**config.mk**
```make
export PLATFORM = sky130hd
export DESIGN_NAME = alu_issue_unit
export DESIGN_NICKNAME = d
export VERILOG_FILES = /design/src/rtl/alu_issue_unit.sv
export SDC_FILE = /design/constraint.sdc
export NUM_CORES = 1
export LEC_CHECK = 0
export ABC_AREA = 1
export CORE_MARGIN = 2
export CORE_UTILIZATION = 40
export DETAILED_ROUTE_END_ITERATION = 6
export GPL_TIMING_DRIVEN = 0
export PLACE_DENSITY_LB_ADDON = 0.12
export REMOVE_ABC_BUFFERS = 1
export SLEW_MARGIN = 20
export SYNTH_ARGS = -nofsm -noshare
export SYNTH_HDL_FRONTEND = slang
export SYNTH_SLANG_ARGS = --single-unit
```
**constraint.sdc**
```tcl
create_clock -name clk -period 4.57 [get_ports clk]
set_input_delay 0.914 -clock clk [delete_from_list [all_inputs] [get_ports clk]]
set_output_delay 0.914 -clock clk [all_outputs]
set_load 0.03 [all_outputs]
```
**src/rtl/alu_issue_unit.sv**
```systemverilog
// -----------------------------------------------------------------------------
// alu_issue_unit
//   Initiator side of the 32-bit ALU interface. Accepts R-type requests
//   (funct, A, B) on a valid/ready handshake, decodes funct into the 3-bit
//   ALU op, drives registered operands/op to an external combinational ALU,
//   holds them for SETTLE cycles, captures result and zero flag, and returns
//   them with signed-overflow and illegal-funct status on a second
//   valid/ready handshake.
//
// Parameters
//   SETTLE : cycles the ALU inputs are held before capture (1..15)
//   CNT_W  : width of the saturating completed-operation counter
//
// Ports
//   clk, rst_n                  : clock, asynchronous active-low reset
//   req_valid/req_ready         : request handshake
//   req_funct, req_a, req_b     : R-type funct code and operands
//   alu_a, alu_b, alu_op        : registered ALU inputs
//   alu_z, alu_ex               : ALU result and zero flag
//   resp_valid/resp_ready       : response handshake
//   resp_data, resp_zero,
//   resp_ovf, resp_err          : captured result and status
//   op_count                    : completed legal operations (saturating)
// -----------------------------------------------------------------------------
module alu_issue_unit #(
  parameter int unsigned SETTLE = 1,
  parameter int unsigned CNT_W  = 16
) (
  input  logic             clk,
  input  logic             rst_n,
  input  logic             req_valid,
  output logic             req_ready,
  input  logic [5:0]       req_funct,
  input  logic [31:0]      req_a,
  input  logic [31:0]      req_b,
  output logic [31:0]      alu_a,
  output logic [31:0]      alu_b,
  output logic [2:0]       alu_op,
  input  logic [31:0]      alu_z,
  input  logic             alu_ex,
  output logic             resp_valid,
  input  logic             resp_ready,
  output logic [31:0]      resp_data,
  output logic             resp_zero,
  output logic             resp_ovf,
  output logic             resp_err,
  output logic [CNT_W-1:0] op_count
);

  typedef enum logic [1:0] {
    IDLE = 2'd0,
    EXEC = 2'd1,
    RESP = 2'd2
  } state_t;

  localparam logic [3:0]       SETTLE_LAST = 4'(SETTLE - 1);
  localparam logic [CNT_W-1:0] CNT_MAX     = {CNT_W{1'b1}};

  // Returns {legal, op}; op bit 2 selects subtract, bits 1:0 the result mux.
  function automatic logic [3:0] decode_funct(input logic [5:0] funct);
    logic [3:0] r;
    case (funct)
      6'h24:   r = 4'b1_000;  // AND
      6'h25:   r = 4'b1_001;  // OR
      6'h20:   r = 4'b1_010;  // ADD
      6'h22:   r = 4'b1_110;  // SUB
      6'h2A:   r = 4'b1_111;  // SLT
      default: r = 4'b0_000;
    endcase
    return r;
  endfunction

  // Signed overflow from operand and result sign bits; only add/sub can overflow.
  function automatic logic calc_ovf(input logic [2:0] op, input logic a31,
                                    input logic b31, input logic z31);
    logic r;
    case (op)
      3'b010:  r = (a31 == b31) && (z31 != a31);
      3'b110:  r = (a31 != b31) && (z31 != a31);
      default: r = 1'b0;
    endcase
    return r;
  endfunction

  state_t           state_r;
  logic [3:0]       cnt_r;
  logic [31:0]      alu_a_r;
  logic [31:0]      alu_b_r;
  logic [2:0]       alu_op_r;
  logic             resp_valid_r;
  logic [31:0]      resp_data_r;
  logic             resp_zero_r;
  logic             resp_ovf_r;
  logic             resp_err_r;
  logic [CNT_W-1:0] op_count_r;

  logic [3:0]       dec_s;
  logic             legal_s;
  logic [2:0]       op_s;
  logic             ovf_s;

  // Decode the incoming funct and evaluate overflow on the held ALU inputs.
  always_comb begin
    dec_s   = decode_funct(req_funct);
    legal_s = dec_s[3];
    op_s    = dec_s[2:0];
    ovf_s   = calc_ovf(alu_op_r, alu_a_r[31], alu_b_r[31], alu_z[31]);
  end

  // Ready is gated by rst_n so it reads 0 while reset is held, 1 right after release.
  assign req_ready  = rst_n & (state_r == IDLE);
  assign alu_a      = alu_a_r;
  assign alu_b      = alu_b_r;
  assign alu_op     = alu_op_r;
  assign resp_valid = resp_valid_r;
  assign resp_data  = resp_data_r;
  assign resp_zero  = resp_zero_r;
  assign resp_ovf   = resp_ovf_r;
  assign resp_err   = resp_err_r;
  assign op_count   = op_count_r;

  // Issue FSM: accept, hold ALU inputs for SETTLE cycles, capture, respond.
  always_ff @(posedge clk or negedge rst_n) begin
    if (!rst_n) begin
      state_r      <= IDLE;
      cnt_r        <= 4'd0;
      alu_a_r      <= 32'd0;
      alu_b_r      <= 32'd0;
      alu_op_r     <= 3'd0;
      resp_valid_r <= 1'b0;
      resp_data_r  <= 32'd0;
      resp_zero_r  <= 1'b0;
      resp_ovf_r   <= 1'b0;
      resp_err_r   <= 1'b0;
      op_count_r   <= {CNT_W{1'b0}};
    end else begin
      case (state_r)
        IDLE: begin
          if (req_valid) begin
            if (legal_s) begin
              alu_a_r  <= req_a;
              alu_b_r  <= req_b;
              alu_op_r <= op_s;
              cnt_r    <= 4'd0;
              state_r  <= EXEC;
            end else begin
              // Illegal funct: leave ALU inputs untouched, answer with an error.
              resp_data_r  <= 32'd0;
              resp_zero_r  <= 1'b0;
              resp_ovf_r   <= 1'b0;
              resp_err_r   <= 1'b1;
              resp_valid_r <= 1'b1;
              state_r      <= RESP;
            end
          end else begin
            state_r <= IDLE;
          end
        end
        EXEC: begin
          cnt_r <= cnt_r + 4'd1;
          if (cnt_r == SETTLE_LAST) begin
            resp_data_r  <= alu_z;
            resp_zero_r  <= alu_ex;
            resp_ovf_r   <= ovf_s;
            resp_err_r   <= 1'b0;
            resp_valid_r <= 1'b1;
            if (op_count_r != CNT_MAX) begin
              op_count_r <= op_count_r + CNT_W'(1'b1);
            end else begin
              op_count_r <= op_count_r;
            end
            state_r <= RESP;
          end else begin
            state_r <= EXEC;
          end
        end
        RESP: begin
          if (resp_ready) begin
            resp_valid_r <= 1'b0;
            state_r      <= IDLE;
          end else begin
            state_r <= RESP;
          end
        end
        default: begin
          resp_valid_r <= 1'b0;
          state_r      <= IDLE;
        end
      endcase
    end
  end

endmodule

```
==> run_results.csv <==
group,metric,value,unit
status,status,"finished, final reports clean",
sta,skew,0.00580,ns
place,dp.cells,1014,
floorplanning,dieArea,14400,sq um
clocking,clock_path_buffers,2,
detailed_routing,vias,4850,
synthesis,ys_async_sr_fraction,100,%
critical_path,crit_path_top_delay_cell,"clkdlybuf4s50_1",
clocking,cts_resized,0,
clocking,cts-hold-fix-buffers,0,
clocking,cts_root_buf,"clkbuf_16",
critical_path,crit_path_end_kind,"output pin",
sta,min_period_over_period,76.4,%
sta,hold_viol,0,
layout,antennaDiodeCount,0,
layout,fin_util,63.3,%
sta,setup_violations,0,
clocking,numCtsBuffers,17,
clocking,clk_pin_slew,0.05,ns
clocking,clkSinkCount,125,
layout,syn2layout_area_growth,55.6,%
critical_path,startpoint_type,"input pin",
synthesis,flop_cell,"dfrtp_1",
synthesis,synth_cells,637,
detailed_routing,wl_per_cell,13.5,um
global_route,grt-ovfl-total,0,
global_route,grt_pass1_wl,23200,um
sta,max-slew-margin-rel,38.3,%
sta,drv_slew,0,
detailed_routing,drtIter0Drc,269,
pwr,vdd_drop_max,0.000365,V
place,portBuffers,226,
layout,num-nets-final,967,
synthesis,synth_top_area_share,58.3,%
pwr,p_total,4.51,mW
sta,period_needed,3.49,ns
global_route,grt_max_degree,75,
floorplanning,fp.coreArea,13200,sq um
detailed_routing,dr.pass1.iters,4,
floorplanning,die_h,120,um
critical_path,cp_max_fo,74,
synthesis,synth.avg_cell_area,8.42,sq um
detailed_routing,drc,0,
global_route,track_usage,20.5,%
synthesis,yosysUniqueCellTypes,31,
layout,final_common_cell,"nand2_1",
floorplanning,initCoreUtil,40.7,%
critical_path,path_delay_family,"buffers and inverters",
critical_path,crit_arrival,2.58,ns
global_route,antenna_found_initial,0,
critical_path,reg2reg_to,"alu_a[31]$_DFFE_PN0P_",
global_route,first_global_vias,4671,
sta,tightest_slew,0.925,ns
layout,layout_top_cells,"339 x nand2_1, 225 x clkdlybuf4s50_1, 125 x dfrtp_1",
clocking,postCtsSetupBuffers,0,
sta,clock.fmax,286,MHz
critical_path,crit_type,"input pin to output pin",
min_path,hp-class,"input pin to async pin",
layout,instances_no_fill,1044,
synthesis,topCellsByArea,"dfrtp_1 58%, nand2_1 24%, o21ai_0 3.9%",
critical_path,cp.depth,5,
flow_run,cap_violations,0,
sta,setup-tns-final,0,ns
layout,drive_above_1_share,5.41,%
pwr,p_leak,3.87,nW
synthesis,ys_cells,637,
detailed_routing,routed_via_density,4.65,
detailed_routing,ant_nets,0,
place,hpwl,9670,um
critical_path,r2r_slack,1.92,ns
sta,layout_setup_ws,1.08,ns
synthesis,top_cells_by_count,"339 x nand2_1, 125 x dfrtp_1, 42 x o21ai_0, 24 x inv_1, 17 x nor2_1",
clocking,htreeDepth,4,
synthesis,seq_area_frac_synth,58.3,%
pwr,cellPowerDensity,540,nW/um^2
sta,rsz0062_at_grt,"false",
place,place_ws,0.601,ns
synthesis,syn_area,5370,sq um
sta,worst_hold_slack,0.472,ns
critical_path,rr_worst_depth,4,
synthesis,synth-edff-count,0,
synthesis,yosysWarnings,0,
critical_path,slowest_delay,0.70,ns
place,dpl_cell_area,7740,sq um
detailed_routing,wl,14100,um
[area by class of cell]
type,instances,area (sq um)
clock buffer,22,464
clock inverter,8,140
fill,1122,4840
inverter,28,109
multi-input combinational,458,1990
sequential,125,3130
tap,176,220
timing repair buffer,227,2290
[power by group]
group	internal (mW)	switching [mW]
Clock	0.931	0.455
Combinational	0.653	0.927
Sequential	1.38	0.166
Total	2.96	1.55
[metal layers]
metal  track usage, %  vias up  share of wire (%)
li1                 -     2406                  -
met2             32.1      185                 47
met5                0        -                  0
met1             25.2     2237                 41
met3             9.17       22                 10
met4             7.21        0                1.5
[cells by family after synthesis]
family	after synthesis	share of synthesized area, %
simple gates	392	29.3
fa+ha+maj	3	0.700
flops	125	58.3
xor+xnor	11	1.80
buf+inv	54	4.73
compound gates	52	5.18
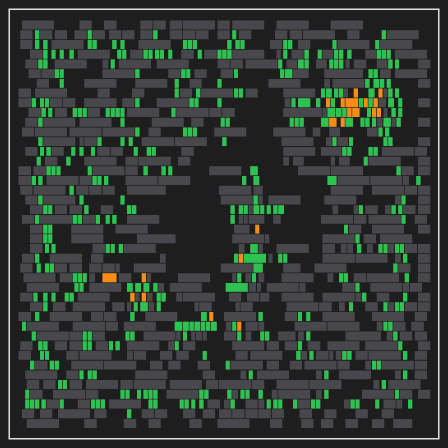
*Gate families picked out*
| family | colour | cells |
|---|---|---|
| NAND gates | green | 369 |
| NOR gates | orange | 21 |

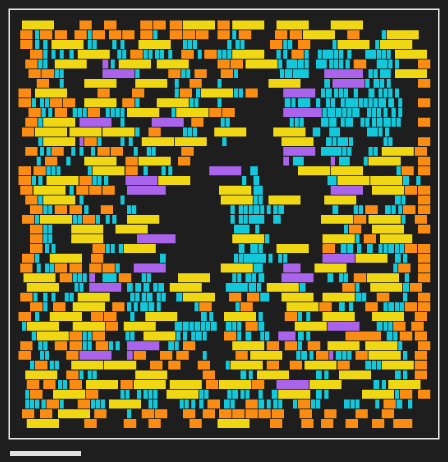
*Cell classes on the final placement*
Scale bar: 20 um.
| class | colour | cells | share of their area |
|---|---|---|---|
| clock drivers and dummy loads | purple | 30 | 7.4% |
| flip-flops | yellow | 125 | 38% |
| all other logic | cyan | 486 | 26% |
| other buffers and delay cells | orange | 227 | 28% |

Power and IR drop assume default switching activity.
